Figure 1. Gate-type map.
Drawn at 1.5 px/micron.
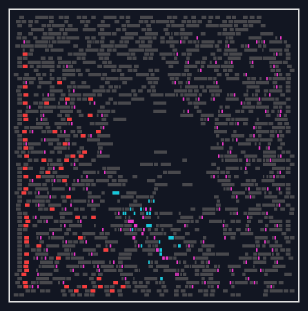
Figure 2. Zoomed window.
Window x 84 to 109, y 46 to 71 microns. Cells in gray, sequential cells in the stronger gray; small squares are vias.
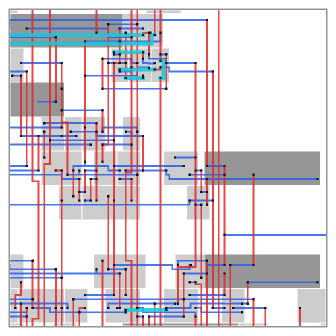
Figure 3. Sequential cells colored by netlist name.
Drawn at 1.5 px/micron. Other sequential cells in the stronger gray, the rest of the logic in the fainter gray.
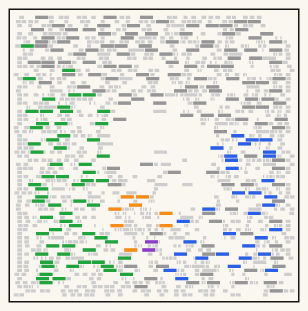
Figure 4. Ports around the boundary.
Drawn at 2 px/micron. Pins as bars across the die edge, other pins in gray.
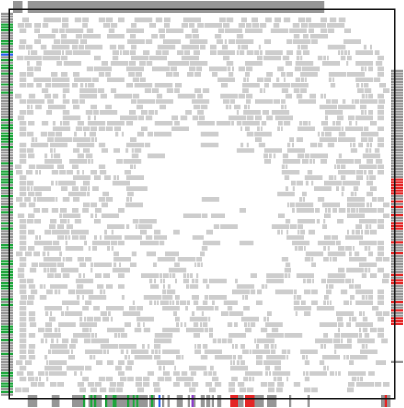
[src/rtl/mem_pkg.sv]
// Shared types and constants for the instruction/data memory arbiter.
package mem_pkg;

  typedef enum logic [1:0] {
    IDLE = 2'd0,
    BUSY = 2'd1,
    DONE = 2'd2
  } arb_state_e;

  typedef enum logic {
    GNT_I = 1'b0,
    GNT_D = 1'b1
  } grant_e;

  localparam logic [1:0] SZ_BYTE  = 2'b00;
  localparam logic [1:0] SZ_HALF  = 2'b01;
  localparam logic [1:0] SZ_WORD  = 2'b10;
  localparam logic [1:0] SZ_DWORD = 2'b11;

  localparam int DEFAULT_TIMEOUT = 15;

endpackage

[src/rtl/mem_arbiter_rr_arb2.sv]
// Two-input round-robin picker; the last-grant register flips priority on ties.
module rr_arb2
  import mem_pkg::*;
(
  input  logic   clk,
  input  logic   rst_n,
  input  logic   req_i,
  input  logic   req_d,
  input  logic   accept,
  output logic   vld,
  output grant_e gnt
);

  grant_e last_q, last_d;

  always_comb begin
    vld = req_i | req_d;
    gnt = GNT_I;
    if (req_i && req_d) begin
      gnt = (last_q == GNT_D) ? GNT_I : GNT_D;
    end else if (req_d) begin
      gnt = GNT_D;
    end
    last_d = (accept && vld) ? gnt : last_q;
  end

  // Reset to D so the instruction port wins the first tie.
  always_ff @(posedge clk or negedge rst_n) begin
    if (!rst_n) begin
      last_q <= GNT_D;
    end else begin
      last_q <= last_d;
    end
  end

endmodule

[src/rtl/mem_arbiter.sv]
// Arbitrates an instruction-fetch port and a data port onto one shared RAM port,
// with round-robin fairness and a per-access ack timeout.
module mem_arbiter
  import mem_pkg::*;
#(
  parameter int PLEN    = 64,
  parameter int DLEN    = 64,
  parameter int ILEN    = 32,
  parameter int TIMEOUT = DEFAULT_TIMEOUT
) (
  input  logic            clk,
  input  logic            rst_n,
  input  logic            i_req,
  input  logic [PLEN-1:0] i_addr,
  output logic [ILEN-1:0] i_rdata,
  output logic            i_ack,
  output logic            i_err,
  input  logic            d_req,
  input  logic            d_we,
  input  logic [1:0]      d_len,
  input  logic [PLEN-1:0] d_addr,
  input  logic [DLEN-1:0] d_wdata,
  output logic [DLEN-1:0] d_rdata,
  output logic            d_ack,
  output logic            d_err,
  output logic [PLEN-1:0] ram_addr,
  output logic [DLEN-1:0] ram_wdata,
  output logic [1:0]      ram_len,
  output logic            ram_re,
  output logic            ram_we,
  input  logic [DLEN-1:0] ram_rdata,
  input  logic            ram_ack
);

  localparam logic [7:0] TO_C = 8'(TIMEOUT);

  arb_state_e      state_q, state_d;
  grant_e          gnt_q, gnt_d;
  logic [PLEN-1:0] addr_q, addr_d;
  logic [DLEN-1:0] wdata_q, wdata_d;
  logic [1:0]      len_q, len_d;
  logic            we_q, we_d;
  logic [7:0]      cnt_q, cnt_d;
  logic            err_q, err_d;
  logic [ILEN-1:0] i_rdata_q, i_rdata_d;
  logic [DLEN-1:0] d_rdata_q, d_rdata_d;
  logic [7:0]      cnt_inc;

  logic   arb_vld;
  logic   arb_accept;
  grant_e arb_gnt;

  rr_arb2 u_rr_arb2 (
    .clk    (clk),
    .rst_n  (rst_n),
    .req_i  (i_req),
    .req_d  (d_req),
    .accept (arb_accept),
    .vld    (arb_vld),
    .gnt    (arb_gnt)
  );

  assign cnt_inc = cnt_q + 8'd1;

  always_comb begin
    state_d    = state_q;
    gnt_d      = gnt_q;
    addr_d     = addr_q;
    wdata_d    = wdata_q;
    len_d      = len_q;
    we_d       = we_q;
    cnt_d      = cnt_q;
    err_d      = err_q;
    i_rdata_d  = i_rdata_q;
    d_rdata_d  = d_rdata_q;
    arb_accept = 1'b0;

    case (state_q)
      IDLE: begin
        if (arb_vld) begin
          arb_accept = 1'b1;
          gnt_d      = arb_gnt;
          cnt_d      = '0;
          err_d      = 1'b0;
          state_d    = BUSY;
          if (arb_gnt == GNT_I) begin
            addr_d  = i_addr;
            wdata_d = '0;
            len_d   = SZ_WORD;
            we_d    = 1'b0;
          end else begin
            addr_d  = d_addr;
            wdata_d = d_wdata;
            len_d   = d_len;
            we_d    = d_we;
          end
        end
      end
      BUSY: begin
        // An ack arriving on the final allowed cycle still counts as success.
        if (ram_ack) begin
          err_d   = 1'b0;
          state_d = DONE;
          if (gnt_q == GNT_I) i_rdata_d = ram_rdata[ILEN-1:0];
          else                d_rdata_d = ram_rdata;
        end else begin
          cnt_d = cnt_inc;
          if (cnt_inc == TO_C) begin
            err_d   = 1'b1;
            state_d = DONE;
            if (gnt_q == GNT_I) i_rdata_d = '0;
            else                d_rdata_d = '0;
          end
        end
      end
      DONE: begin
        state_d = IDLE;
      end
      default: begin
        state_d = IDLE;
      end
    endcase
  end

  always_ff @(posedge clk or negedge rst_n) begin
    if (!rst_n) begin
      state_q   <= IDLE;
      gnt_q     <= GNT_I;
      addr_q    <= '0;
      wdata_q   <= '0;
      len_q     <= '0;
      we_q      <= 1'b0;
      cnt_q     <= '0;
      err_q     <= 1'b0;
      i_rdata_q <= '0;
      d_rdata_q <= '0;
    end else begin
      state_q   <= state_d;
      gnt_q     <= gnt_d;
      addr_q    <= addr_d;
      wdata_q   <= wdata_d;
      len_q     <= len_d;
      we_q      <= we_d;
      cnt_q     <= cnt_d;
      err_q     <= err_d;
      i_rdata_q <= i_rdata_d;
      d_rdata_q <= d_rdata_d;
    end
  end

  // Every RAM-side output decodes registers only, so strobes drop with the async reset.
  assign ram_addr  = addr_q;
  assign ram_wdata = wdata_q;
  assign ram_len   = len_q;
  assign ram_re    = (state_q == BUSY) && !we_q;
  assign ram_we    = (state_q == BUSY) &&  we_q;

  assign i_ack   = (state_q == DONE) && (gnt_q == GNT_I);
  assign d_ack   = (state_q == DONE) && (gnt_q == GNT_D);
  assign i_err   = i_ack && err_q;
  assign d_err   = d_ack && err_q;
  assign i_rdata = i_rdata_q;
  assign d_rdata = d_rdata_q;

endmodule

[config.mk]
export PLATFORM = sky130hd
export DESIGN_NAME = mem_arbiter
export DESIGN_NICKNAME = d
export VERILOG_FILES = /design/src/rtl/mem_pkg.sv /design/src/rtl/mem_arbiter_rr_arb2.sv /design/src/rtl/mem_arbiter.sv
export SDC_FILE = /design/constraint.sdc
export NUM_CORES = 1
export LEC_CHECK = 0
export ABC_CLOCK_PERIOD_IN_PS = 3800
export CAP_MARGIN = 25
export CELL_PAD_IN_SITES_DETAIL_PLACEMENT = 0
export CELL_PAD_IN_SITES_GLOBAL_PLACEMENT = 1
export CORE_AREA = 2 2 190 192
export CTS_BUF_LIST = sky130_fd_sc_hd__clkbuf_16
export DETAILED_ROUTE_END_ITERATION = 10
export DIE_AREA = 0 0 192 194
export PLACE_DENSITY_LB_ADDON = 0.15
export SETUP_SLACK_MARGIN = 0.1
export SLEW_MARGIN = 0
export SYNTH_ARGS = -nofsm -noshare
export SYNTH_HDL_FRONTEND = slang
export SYNTH_SLANG_ARGS = --single-unit
[constraint.sdc]
create_clock -name clk -period 3.8 [get_ports clk]
set_input_delay 0.76 -clock clk [delete_from_list [all_inputs] [get_ports clk]]
set_output_delay 0.76 -clock clk [all_outputs]
set_load 0.05 [all_outputs]
==> impl_metrics.toml <==
# physical design summary
[status]
status = "completed"

[final_timing]
finalHoldViolations = 0
setup_viol = 0

[placement]
dpl.hpwl_microns = 27900
postPlaceCellArea_sq_um = 15700

[critical_path]
crit_start = "state_q[0]"
crit_family = "buffers and inverters"
crit_path_end_kind = "output pin"
critPathBufInv = 1
cp-start-kind = "flop"
crit_slowest_cell = "clkdlybuf4s50_1"

[run]
warning_count = 30

[clock_tree]
clk_path_buf_depth = 3
post_cts_resized = 0
cts_root_buf = "clkbuf_16"

[final_layout]
antenna_cells = 5
final-nonclk-buf-share_pct = 31.3
comb_area_share_pct = 23.4
lay_top_cells = "494 x clkdlybuf4s50_1, 239 x dfrtp_1, 166 x nand2_1"
nFillCells = 3340
final_cells = 1898
area_dominant_class = "sequential cells"
inv_count = 5
layout_top_cell = "clkdlybuf4s50_1"
clockBufferCount = 29
nets = 1675

[power]
p_comb_uw = 9500
p_clk_uw = 2630
top_power_group = "combinational logic"
total_power_uw = 16700
power_frac_comb_pct = 57.0
power_frac_seq_pct = 27.3

[yosys]
synthesis.nets = 1213
yosysWarnings = 0
synthesis.area_sq_um = 10200
synth-async-reset-ratio_pct = 100
flop_cell = "dfrtp_1"
top_cell_area_share_pct = 58.5

[global_routing]
antenna_found_initial = 7
grt_first_pass_wirelength_microns = 58000
overflow = 0
gr-max-usage-layer = "met2"
gr-usage-all-layers_pct = 20.4

[die]
die_area_sq_um = 37200

[drt]
routed_wl_microns = 39200
Notes on Figure 1 above:
Cyan shows NOR gates, cells 20, where bottom center. Magenta shows NAND gates, cells 176, where all over the die. Red shows multiplexers, cells 64, where a column on the left.

Notes on Figure 2 above:
Cyan shows metal 3. Blue shows metal 1. Red shows metal 2.
Sequential cells in the window: 3. Netlist names of flops here include cnt_q (3). 25 logic cells have their middle in the window.

Notes on Figure 3 above:
Orange shows cnt_q, placed flops 8. Green shows ram_addr, placed flops 64. Purple shows state_q, placed flops 2. Blue shows i_rdata, placed flops 32.
Another 134 sequential cells are not colored.
Reg area: 6010 sq um
Final Util: 47.1%
seq pwr: 4550 uW
sequential cell area share: 36.2%

Notes on Figure 4 above:
Blue shows d_len, pins 2, direction input, edge 1 left, 1 bottom. Red shows i_rdata, pins 32, direction output, edge 22 right, 10 bottom. Green shows d_addr, pins 64, direction input, edge 54 left, 10 bottom. Purple shows ram_ack, pins 1, direction input, edge bottom.
All pins by edge: 166 top, 141 left, 95 right, 94 bottom.
I/O Buffers: 495
Die Span Y: 194 microns
die width: 192 microns

Power and IR drop assume default switching activity.
